Figure 1. Clock distribution (run 1).
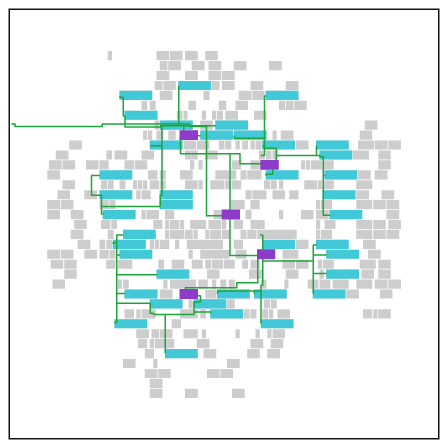
Figure 2. Routed metal, one colour a layer (run 1).
Bar = 20 um.
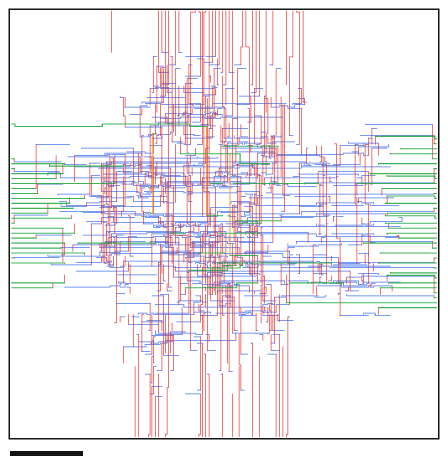
Figure 3. Nets reached from selected ports (run 1).
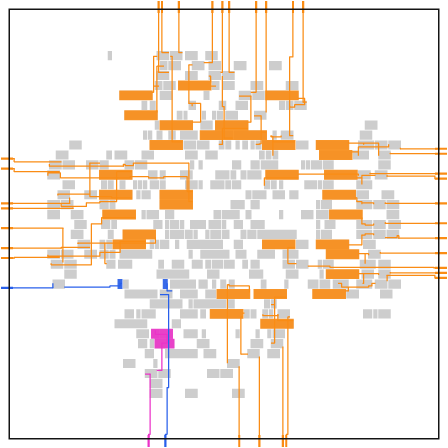
Figure 4. Cell placement (run 1).
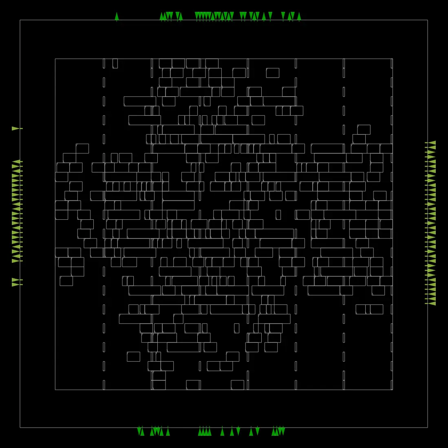
===== src/rtl/mdr_pkg.sv =====
`default_nettype none
// ============================================================================
//  Module   : mdr_pkg
//  Purpose  : Shared types and encodings for the memory data register
//             controller: FSM state enum and access-size encodings.
//  Config   : MDR_TIMEOUT_EN adds the ST_ERR state used by the read timeout.
//  Revision : 1.0  initial release
// ============================================================================
package mdr_pkg;

  // FSM states. ST_ERR is only present when the timeout feature is built in.
`ifdef MDR_TIMEOUT_EN
  typedef enum logic [1:0] {
    ST_IDLE = 2'd0,
    ST_WAIT = 2'd1,
    ST_DONE = 2'd2,
    ST_ERR  = 2'd3
  } mdr_state_e;
`else
  typedef enum logic [1:0] {
    ST_IDLE = 2'd0,
    ST_WAIT = 2'd1,
    ST_DONE = 2'd2
  } mdr_state_e;
`endif

  // Access-size encodings; 2'b11 is treated as a full word as well.
  localparam logic [1:0] SZ_BYTE = 2'b00;
  localparam logic [1:0] SZ_HALF = 2'b01;
  localparam logic [1:0] SZ_WORD = 2'b10;

endpackage : mdr_pkg
`default_nettype wire


===== src/rtl/mdr_lane_extract.sv =====
`default_nettype none
// ============================================================================
//  Module   : mdr_lane_extract
//  Purpose  : Combinational sub-word lane selection with sign/zero extension.
//  Ports    : data_i    - raw memory word
//             size_i    - 00 byte, 01 half, 10/11 full word
//             sign_i    - 1 sign-extend, 0 zero-extend (sub-word only)
//             addr_lo_i - byte offset of the lane (half ignores bit 0)
//             data_o    - extracted, extended value
//  Revision : 1.0  initial release
// ============================================================================
module mdr_lane_extract
  import mdr_pkg::*;
#(
  parameter int DATA_W = 32,
  localparam int OFF_W = $clog2(DATA_W / 8)
) (
  input  logic [DATA_W-1:0] data_i,
  input  logic [1:0]        size_i,
  input  logic              sign_i,
  input  logic [OFF_W-1:0]  addr_lo_i,
  output logic [DATA_W-1:0] data_o
);

  logic [OFF_W-1:0]  w_half_lane;
  logic [DATA_W-1:0] w_byte_shift;
  logic [DATA_W-1:0] w_half_shift;
  logic [7:0]        w_byte;
  logic [15:0]       w_half;

  // Halfwords are aligned: drop the low offset bit rather than straddle lanes.
  assign w_half_lane  = addr_lo_i & ~OFF_W'(1);
  assign w_byte_shift = data_i >> {addr_lo_i, 3'b000};
  assign w_half_shift = data_i >> {w_half_lane, 3'b000};
  assign w_byte       = w_byte_shift[7:0];
  assign w_half       = w_half_shift[15:0];

  always_comb begin
    data_o = data_i;
    case (size_i)
      SZ_BYTE: data_o = {{(DATA_W-8){sign_i & w_byte[7]}}, w_byte};
      SZ_HALF: data_o = {{(DATA_W-16){sign_i & w_half[15]}}, w_half};
      default: data_o = data_i;
    endcase
  end

endmodule : mdr_lane_extract
`default_nettype wire


===== src/rtl/mdr_ctrl.sv =====
`default_nettype none
// ============================================================================
//  Module   : mdr_ctrl
//  Purpose  : Memory data register with bus load and sized memory read.
//  Ports    : clk        - clock, rising edge
//             clr        - asynchronous active-high reset
//             MDRin      - load strobe (sampled in IDLE only)
//             Read       - 1 memory read, 0 load from BusMuxOut
//             BusMuxOut  - bus data
//             Mdatain    - memory data, valid with mem_ready
//             mem_ready  - memory completion
//             size/sign/addr_lo - access size, extension, byte offset
//             rd_req     - read request (high while waiting)
//             MDROut     - register contents
//             busy       - transaction in progress
//             done       - one-cycle pulse after memory capture
//             err        - sticky read timeout flag
//  Config   : MDR_TIMEOUT_EN enables the WAIT_MAX read timeout and ERR state;
//             without it a read waits indefinitely and err is tied low.
//  Revision : 1.0  initial release
// ============================================================================
module mdr_ctrl
  import mdr_pkg::*;
#(
  parameter int DATA_W   = 32,
  parameter int WAIT_MAX = 15,
  localparam int OFF_W   = $clog2(DATA_W / 8)
) (
  input  logic              clk,
  input  logic              clr,
  input  logic              MDRin,
  input  logic              Read,
  input  logic [DATA_W-1:0] BusMuxOut,
  input  logic [DATA_W-1:0] Mdatain,
  input  logic              mem_ready,
  input  logic [1:0]        size,
  input  logic              sign,
  input  logic [OFF_W-1:0]  addr_lo,
  output logic              rd_req,
  output logic [DATA_W-1:0] MDROut,
  output logic              busy,
  output logic              done,
  output logic              err
);

  // Elaboration-time parameter guard.
  generate
    if ((DATA_W < 16) || ((DATA_W & (DATA_W - 1)) != 0) ||
        (WAIT_MAX < 1) || (WAIT_MAX > 255)) begin : g_bad_param
      $error("mdr_ctrl: illegal DATA_W or WAIT_MAX");
    end
  endgenerate

  mdr_state_e        state_q, state_d;
  logic [DATA_W-1:0] mdr_q, mdr_d;
  logic [1:0]        size_q, size_d;
  logic              sign_q, sign_d;
  logic [OFF_W-1:0]  addr_q, addr_d;
  logic [DATA_W-1:0] w_extracted;
  logic              w_accept;
  logic              w_bus_load;
  logic              w_capture;

  assign w_bus_load = (state_q == ST_IDLE) && MDRin && !Read;
  assign w_accept   = (state_q == ST_IDLE) && MDRin && Read;
  assign w_capture  = (state_q == ST_WAIT) && mem_ready;

  // Extraction uses the controls latched at acceptance, never the live ones.
  mdr_lane_extract #(.DATA_W(DATA_W)) u_extract (
    .data_i    (Mdatain),
    .size_i    (size_q),
    .sign_i    (sign_q),
    .addr_lo_i (addr_q),
    .data_o    (w_extracted)
  );

`ifdef MDR_TIMEOUT_EN
  localparam int CNT_W = 8;
  logic [CNT_W-1:0] cnt_q, cnt_d;
  logic             err_q, err_d;
  logic             w_timeout;

  // Fires on the last permitted non-ready WAIT cycle.
  assign w_timeout = (state_q == ST_WAIT) && !mem_ready &&
                     (cnt_q == CNT_W'(WAIT_MAX - 1));
`endif

  // ---------------------------------------------------------------- FSM: state register
  always_ff @(posedge clk or posedge clr) begin
    if (clr) begin
      state_q <= ST_IDLE;
    end else begin
      state_q <= state_d;
    end
  end

  // ---------------------------------------------------------------- FSM: next state
  always_comb begin
    state_d = state_q;
    case (state_q)
      ST_IDLE: if (w_accept) state_d = ST_WAIT;
      ST_WAIT: begin
        if (mem_ready) begin
          state_d = ST_DONE;
`ifdef MDR_TIMEOUT_EN
        end else if (w_timeout) begin
          state_d = ST_ERR;
`endif
        end
      end
      ST_DONE: state_d = ST_IDLE;
`ifdef MDR_TIMEOUT_EN
      ST_ERR:  state_d = ST_IDLE;
`endif
      default: state_d = ST_IDLE;
    endcase
  end

  // ---------------------------------------------------------------- FSM: outputs
  always_comb begin
    rd_req = 1'b0;
    done   = 1'b0;
    busy   = (state_q != ST_IDLE);
    case (state_q)
      ST_WAIT: rd_req = 1'b1;
      ST_DONE: done   = 1'b1;
      default: ;
    endcase
  end

  // ---------------------------------------------------------------- datapath
  always_comb begin
    mdr_d  = mdr_q;
    size_d = size_q;
    sign_d = sign_q;
    addr_d = addr_q;
    if (w_bus_load) begin
      mdr_d = BusMuxOut;
    end else if (w_capture) begin
      mdr_d = w_extracted;
    end
    if (w_accept) begin
      size_d = size;
      sign_d = sign;
      addr_d = addr_lo;
    end
  end

  always_ff @(posedge clk or posedge clr) begin
    if (clr) begin
      mdr_q  <= '0;
      size_q <= SZ_BYTE;
      sign_q <= 1'b0;
      addr_q <= '0;
    end else begin
      mdr_q  <= mdr_d;
      size_q <= size_d;
      sign_q <= sign_d;
      addr_q <= addr_d;
    end
  end

  assign MDROut = mdr_q;

`ifdef MDR_TIMEOUT_EN
  // Counter and sticky error; both are cleared by the next accepted read.
  always_comb begin
    cnt_d = cnt_q;
    err_d = err_q;
    if (w_accept) begin
      cnt_d = '0;
      err_d = 1'b0;
    end else if ((state_q == ST_WAIT) && !mem_ready) begin
      cnt_d = cnt_q + CNT_W'(1);
      if (w_timeout) err_d = 1'b1;
    end
  end

  always_ff @(posedge clk or posedge clr) begin
    if (clr) begin
      cnt_q <= '0;
      err_q <= 1'b0;
    end else begin
      cnt_q <= cnt_d;
      err_q <= err_d;
    end
  end

  assign err = err_q;
`else
  assign err = 1'b0;
`endif

endmodule : mdr_ctrl
`default_nettype wire


===== config.mk =====
export PLATFORM = sky130hd
export DESIGN_NAME = mdr_ctrl
export DESIGN_NICKNAME = d
export VERILOG_FILES = /design/src/rtl/mdr_pkg.sv /design/src/rtl/mdr_lane_extract.sv /design/src/rtl/mdr_ctrl.sv
export SDC_FILE = /design/constraint.sdc
export NUM_CORES = 1
export LEC_CHECK = 0
export ABC_CLOCK_PERIOD_IN_PS = 3700
export CORE_MARGIN = 10
export CORE_UTILIZATION = 25
export CTS_CLUSTER_SIZE = 12
export DETAILED_ROUTE_END_ITERATION = 8
export PLACE_DENSITY = 0.64
export SYNTH_ARGS = -nofsm -noshare
export SYNTH_HDL_FRONTEND = slang
export SYNTH_SLANG_ARGS = --single-unit

===== constraint.sdc =====
create_clock -name clk -period 3.7 [get_ports clk]
set_clock_uncertainty 0.2 [all_clocks]
set_input_delay 0.74 -clock clk [delete_from_list [all_inputs] [get_ports clk]]
set_output_delay 0.74 -clock clk [all_outputs]
set_load 0.05 [all_outputs]

==> ci_impl_report.md, run 1 <==
## Synthesis and layout report

| Metric | Value |
|---|---|
| Combinational share of power | 54.3% |
| Switching power | 1.108 mW |
| Yosys top cell by area | dfrtp_1 |
| Cells after synthesis | 243 |
| Layout non-clock buf frac | 30.77% |
| XORs/XNORs by Area | 0% |
| Status | completed |
| Ys flop type | dfrtp_1 |
| Worst Path Arrival | 1780 ps |
| Top Ports | 110 |
| Vias | 2326 |
| Resize count post-CTS | 0 |
| Share of layout cells above drive strength 1 | 14.20% |
| Final hold violation count | 0 |
| Clock root buffer | clkbuf_8 |
| Worst setup path end | rd_req |
| CLK BUF | 6 |
| Comb area leader | AND-OR/OR-AND gates |
| CTS Buf Count | 5 |
| Critical path class | reg2out |
| Routed WL per cell | 18.97 um |
| Synthesized registers | 39 |
| Post-Syn Area | 2364 sq um |
| Hold Path Class | reg2reg |
| Cell area leaders | dfrtp_1 (41%), nand2_1 (6.4%), o22ai_2 (5.3%) |
| CP Launch Type | flop |
| CTS Buffer Depth | 2 |
| Syn_area_per_cell | 9.726 sq um |
| Unique cell types | 45 |
| Setup TNS | 0 ps |
| CP Launch Point | state_q[1] |
| Maximum Capacitance Violations | 0 |
| Hold Crit Start | MDROut[20] |
| Die width | 117.2 um |
| Largest class | logic gates |
| Power per Cell Area | 652.1 nW/um^2 |
| Min-Delay Endpoint | MDROut[20] |
| Chip area | 13740 sq um |
| Sw frac | 46.74% |
| WP depth | 2 |
| FMAX | 368.1 MHz |
| ANT nets after route | 0 |
| Most common cell in the netlist | nand2_1 |
| Filler instances | 917 |
| FF-to-FF path depth | 4 |
| CP required | 2760 ps |
| RR Endpoint | MDROut[18] |
| Dominant cell area share | 41.29% |
| Reg power frac | 30.1% |
| Detailed Route WL | 8991 um |
| Router iterations before antenna repair | 6 |
About Figure 1:
clock wires: shown in green, length 541 um. flip-flops: shown in cyan, count 39. clock-net drivers: shown in purple, count 5.
There are 6 routed clock nets.
clock share of power: 15.7%
Latency at later pin: 290 ps
Clock Power: 0.372 mW

About Figure 2:
M1: shown in blue, wire length 3800 um. M4: shown in orange, wire length 74.1 um. M2: shown in red, wire length 4110 um. M3: shown in green, wire length 1000 um.

About Figure 3:
Read: shown in magenta, direction input, end cells 3, buffers 1, wire 35.9 um. size: shown in blue, direction input, end cells 2, buffers 2, wire 74.7 um. MDROut: shown in orange, direction output, end cells 32, buffers 32, wire 1220 um.

About Figure 4:
num rows: 35
flop share of the area: 26.85%

-- run 1: metrics by stage --
step	setup slack [ps]	power [mW]	hold slack [ps]	instance area, sq um	utilization, %
3_5_place_dp	689.3	2.011	330.0	3517	38.06
6_report	983.4	2.370	352.5	3635	39.34
4_1_cts	953.6	2.387	355.6	3635	39.34
5_1_grt	794.3	2.492	382.1	3635	39.34
2_1_floorplan	1643	1.546	357.9	2364	-
3_3_place_gp	786.5	1.995	320.7	3517	38.06
-- run 1: routing by layer --
| layer | global-route usage, % | wire length, um | vias up |
|---|---|---|---|
| met2 | 19.98 | 4111 | 106 |
| li1 | - | - | 1103 |
| met4 | 2.801 | 74 | 0 |
| met3 | 5.250 | 1004 | 7 |
| met5 | 0 | 0 | - |
| met1 | 16.52 | 3801 | 1110 |
## Run 2: what changed since run 1
--- a/config.mk
+++ b/config.mk
@@ -5,7 +5,7 @@
 export SDC_FILE = /design/constraint.sdc
 export NUM_CORES = 1
 export LEC_CHECK = 0
-export ABC_CLOCK_PERIOD_IN_PS = 3700
+export ABC_CLOCK_PERIOD_IN_PS = 2800
 export CORE_MARGIN = 10
 export CORE_UTILIZATION = 25
 export CTS_CLUSTER_SIZE = 12
==> constraint.sdc (replaced) <==
create_clock -name clk -period 2.8 [get_ports clk]
set_clock_uncertainty 0.2 [all_clocks]
set_input_delay 0.56 -clock clk [delete_from_list [all_inputs] [get_ports clk]]
set_output_delay 0.56 -clock clk [all_outputs]
set_load 0.05 [all_outputs]
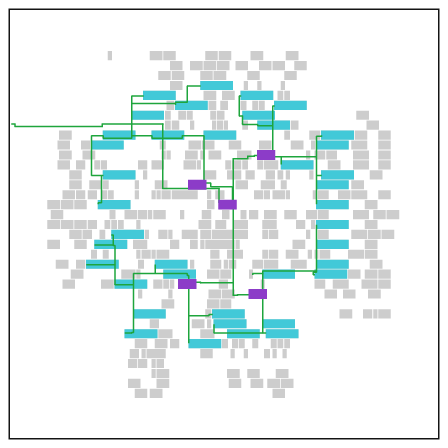
Figure 5: run 2, clock distribution.
clock-net drivers: shown in purple, count 5. clock wires: shown in green, length 501 um. flip-flops: shown in cyan, count 39.
There are 6 routed clock nets.

==> run 2 against run 1 <==
Register-to-register slack got worse by 540 ps. Area after synthesis stayed put. Sequential power up 26%. Via count shrank 0.47%. Routed wire length fell by 2.7%. Cell count rose by 0.63%. Critical path depth unchanged. Global-route usage down 0.29 points. Core utilization shrank 0.081 points. Final area decreased by 0.21%.
==> ci_impl_report.md, run 2 <==
## Synthesis and layout report

| Metric | Value |
|---|---|
| Status | completed |
| Min-Delay Endpoint | MDROut[9] |
| Comb area leader | AND-OR/OR-AND gates |
| Ys flop type | dfrtp_1 |
| CP required | 2040 ps |
| Share of layout cells above drive strength 1 | 14.66% |
| CTS Buffer Depth | 2 |
| Most common cell in the netlist | nand2_1 |
| Met2 Usage GRT | 20.54% |
| WP depth | 2 |
| Combinational share of power | 58.6% |
| Resize count post-CTS | 0 |
| Pwr Total | 2.991 mW |
| Latency at later pin | 280 ps |
| Power per Cell Area | 824.6 nW/um^2 |
| CP Launch Point | state_q[1] |
| Met3 global-route usage | 4.332% |
| Cell area leaders | dfrtp_1 (41%), nand2_1 (6.4%), o22ai_2 (5.3%) |
| Syn_area_per_cell | 9.726 sq um |
| Chip area | 13740 sq um |
| Final hold violation count | 0 |
| Met1 Use GR | 15.89% |
| GR peak layer | met2 |
| FF-to-FF path depth | 6 |
| Dominant cell area share | 41.29% |
| Die width | 117.2 um |
| Clock share of power | 11.4% |
| CTS Buf Count | 5 |
| Routed WL per cell | 18.34 um |
| Clock Power | 0.341 mW |
| Clock root buffer | clkbuf_8 |
| Router iterations before antenna repair | 4 |
| Met1 Wirelength | 3896 um |
| Hold Crit Start | MDROut[9] |
| Worst setup path end | rd_req |
| XORs/XNORs by Area | 0% |
| Switching power | 1.430 mW |
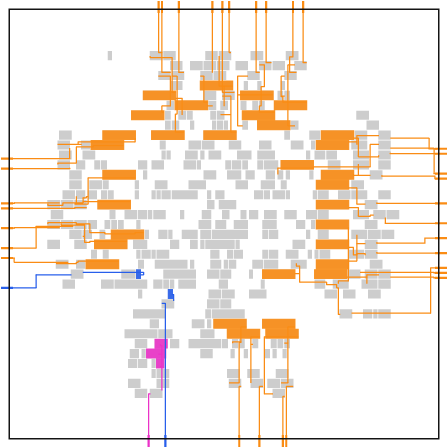
Figure 6: run 2, nets reached from selected ports.
size: shown in blue, direction input, end cells 2, buffers 2, wire 77.7 um. MDROut: shown in orange, direction output, end cells 32, buffers 32, wire 1150 um. Read: shown in magenta, direction input, end cells 3, buffers 1, wire 26.6 um.
I/O Buffers: 108
Top Ports: 110

run 2: final cells by class:
cell class | count | area [sq um]
Clock buffer | 6 | 72.57
Timing Repair Buffer | 118 | 1156
Sequential cell | 39 | 975.9
Tap cell | 129 | 161.4
Inverter | 8 | 30.03
Multi-Input combinational cell | 177 | 1231
Fill cell | 951 | 5613
run 2: through the flow:
step | instance area [sq um] | instances | util (%)
global route | 3627 | 477 | 39.26
CTS | 3627 | 477 | 39.26
floorplan | 2364 | 243 | -
global placement | 3555 | 471 | 38.47
detailed placement | 3555 | 471 | 38.47
finish | 3627 | 477 | 39.26
## Run 3: what changed since run 2
--- a/config.mk
+++ b/config.mk
@@ -6,6 +6,7 @@
 export NUM_CORES = 1
 export LEC_CHECK = 0
 export ABC_CLOCK_PERIOD_IN_PS = 2800
+export CAP_MARGIN = 20
 export CORE_MARGIN = 10
 export CORE_UTILIZATION = 25
 export CTS_CLUSTER_SIZE = 12
==> constraint.sdc (replaced) <==
create_clock -name clk -period 2.8 [get_ports clk]
set_clock_uncertainty 0.2 [all_clocks]
set_input_delay 0.56 -clock clk [delete_from_list [all_inputs] [get_ports clk]]
set_output_delay 0.56 -clock clk [all_outputs]
set_load 0.1 [all_outputs]
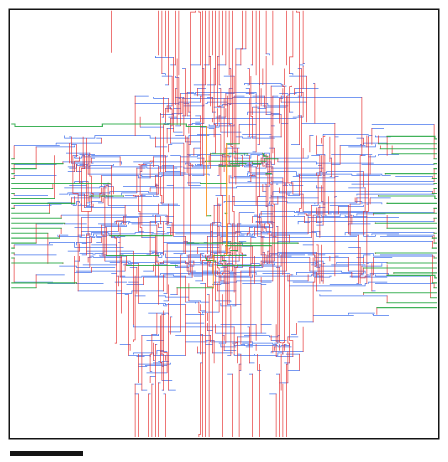
Figure 7: run 3, routed metal, one colour a layer.
Bar = 20 um.
M1: shown in blue, wire length 3910 um. M4: shown in orange, wire length 63.9 um. M3: shown in green, wire length 751 um. M2: shown in red, wire length 4210 um.
Tot GR Track Use: 12.78%
Detailed Route WL: 8938 um

==> run 3 against run 2 <==
Hold slack better by 4.4 ps. Fmax grew 4.9%. Setup slack improved by 120 ps. Area after synthesis is the same. Core utilization fell by 0.85 points. Combinational power grew 36%.
==> ci_impl_report.md, run 3 <==
## Synthesis and layout report

| Metric | Value |
|---|---|
| Max Used Layer | met4 |
| Max_slew headroom | 54.74% |
| Most common cell in the netlist | nand2_1 |
| Leakage | 1.450 nW |
| Routed WL per cell | 18.66 um |
| Reg power frac | 24.6% |
| Initial antenna violation count | 0 |
| Cells after synthesis | 243 |
| Syn_area_per_cell | 9.726 sq um |
| Synthesized registers | 39 |
| Worst setup path end | MDROut[21] |
| WP depth | 6 |
| Vias in the first global route | 2481 |
| Yosys top cell by area | dfrtp_1 |
| DR WL met2 | 4213 um |
| FF-to-FF path depth | 6 |
| Initial drt markers | 124 |
| I/O Buffers | 108 |
| Met2 Usage GRT | 21.14% |
| ANT nets after route | 0 |
| GR peak layer | met2 |
| Resize count post-CTS | 0 |
| Chip area | 13740 sq um |
| Met1 Wirelength | 3910 um |
| CTS tree | done |
| Most numerous logic cells after layout | clkdlybuf4s50_1 (73), buf_4 (45), nand2_1 (40) |
| Ys flop type | dfrtp_1 |
| Min-Delay Endpoint | MDROut[9] |
| Latency at later pin | 290 ps |
| Critical path class | in2reg |
| # Cells Yosys | 243 |
| Setup TNS | 0 ps |
| DRC | 0 |
| Combinational share of power | 65.2% |
| Status | completed |
| Crit. End Element | flop |
| Num rows | 35 |
| Hold Path Class | reg2reg |
| Met1 Use GR | 16.01% |
| Router iterations before antenna repair | 5 |
| Clock share of power | 10.2% |
| DR WL met3 | 751 um |
| Period minus WS final | 2388 ps |
| CTS Buffer Depth | 2 |
| Clock tree sinks | 39 |
| Pwr top | combinational cells |
| CTS Buf Count | 5 |
| CP Launch Point | Mdatain[31] |
| Final hold violation count | 0 |
| Dominant cell area share | 41.29% |
| Met3 global-route usage | 3.874% |
| Unique cell types | 45 |
| Cell area leaders | dfrtp_1 (41%), nand2_1 (6.4%), o22ai_2 (5.3%) |
| Yosys stat chip area | 2364 sq um |
| Post-synthesis adder-cell area fraction | 0% |
| Share of layout cells above drive strength 1 | 24.86% |
| Comb area leader | AND-OR/OR-AND gates |
| Vias | 2323 |
| Maximum Capacitance Violations | 0 |
| Synth Net Count | 317 |
| Clock Power | 0.370 mW |
| Setup Viol. Count Final | 0 |
| Seq group | 0.898 mW |
| Switching power | 2.143 mW |
| Floorplan core density | 25.58% |
| Place WS | 107.9 ps |
| Sw frac | 58.76% |
| Crit-path leading delay family | buffers and inverters |
| Hold Crit Start | MDROut[9] |
| Top Ports | 110 |
| Hold slack final | 344.6 ps |
| Worst Path Arrival | 2360 ps |
| Reg2Reg Launch Point | addr_q[1] |
| Die width | 117.2 um |
| Die Height | 117.2 um |
| CP required | 2770 ps |
| Fin. max-slew vios | 0 |
| Post-Syn Area | 2364 sq um |
| Ys async rst share | 100.0% |
| FMAX | 418.8 MHz |
| RR Endpoint | MDROut[21] |
| Final WS setup | 412.5 ps |
| Clock root buffer | clkbuf_8 |
| CP Launch Type | input port |
| Comb power | 2.38 mW |
| Power per Cell Area | 1028 nW/um^2 |
| XORs/XNORs by Area | 0% |
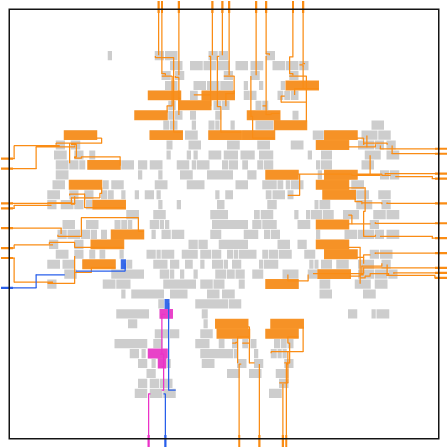
Figure 8: run 3, nets reached from selected ports.
Read: shown in magenta, direction input, end cells 3, buffers 1, wire 35.7 um. MDROut: shown in orange, direction output, end cells 32, buffers 32, wire 1120 um. size: shown in blue, direction input, end cells 2, buffers 2, wire 71.3 um.

run 3: stage by stage:
step	instance area, sq um	util, %	total power [mW]	std cells
global placement	3467	37.52	3.273	471
global route	3548	38.40	3.814	479
CTS	3548	38.40	3.679	479
finish	3548	38.40	3.647	479
detailed placement	3467	37.52	3.297	471
floorplan	2364	-	2.711	243
run 3: area by class of cell:
type | instances | area, sq um
multi-input cells | 177 | 1231
fillers | 941 | 5692
inverters | 8 | 30.03
well taps | 129 | 161.4
repair buffers | 118 | 1069
clock buffers | 7 | 76.32
flip-flops and latches | 39 | 975.9
clock inverters | 1 | 5.005
run 3: kinds of logic (layout without fill, tap and decap cells):
group | after synthesis | count (layout)
AOI/OAI and AO/OA | 103 | 103
and+or+nand+nor | 62 | 62
muxes | 11 | 11
other | 1 | 1
DFF | 39 | 39
buffers and inverters | 27 | 134
Power figures rest on the tool's default switching activity, not on a simulated workload.
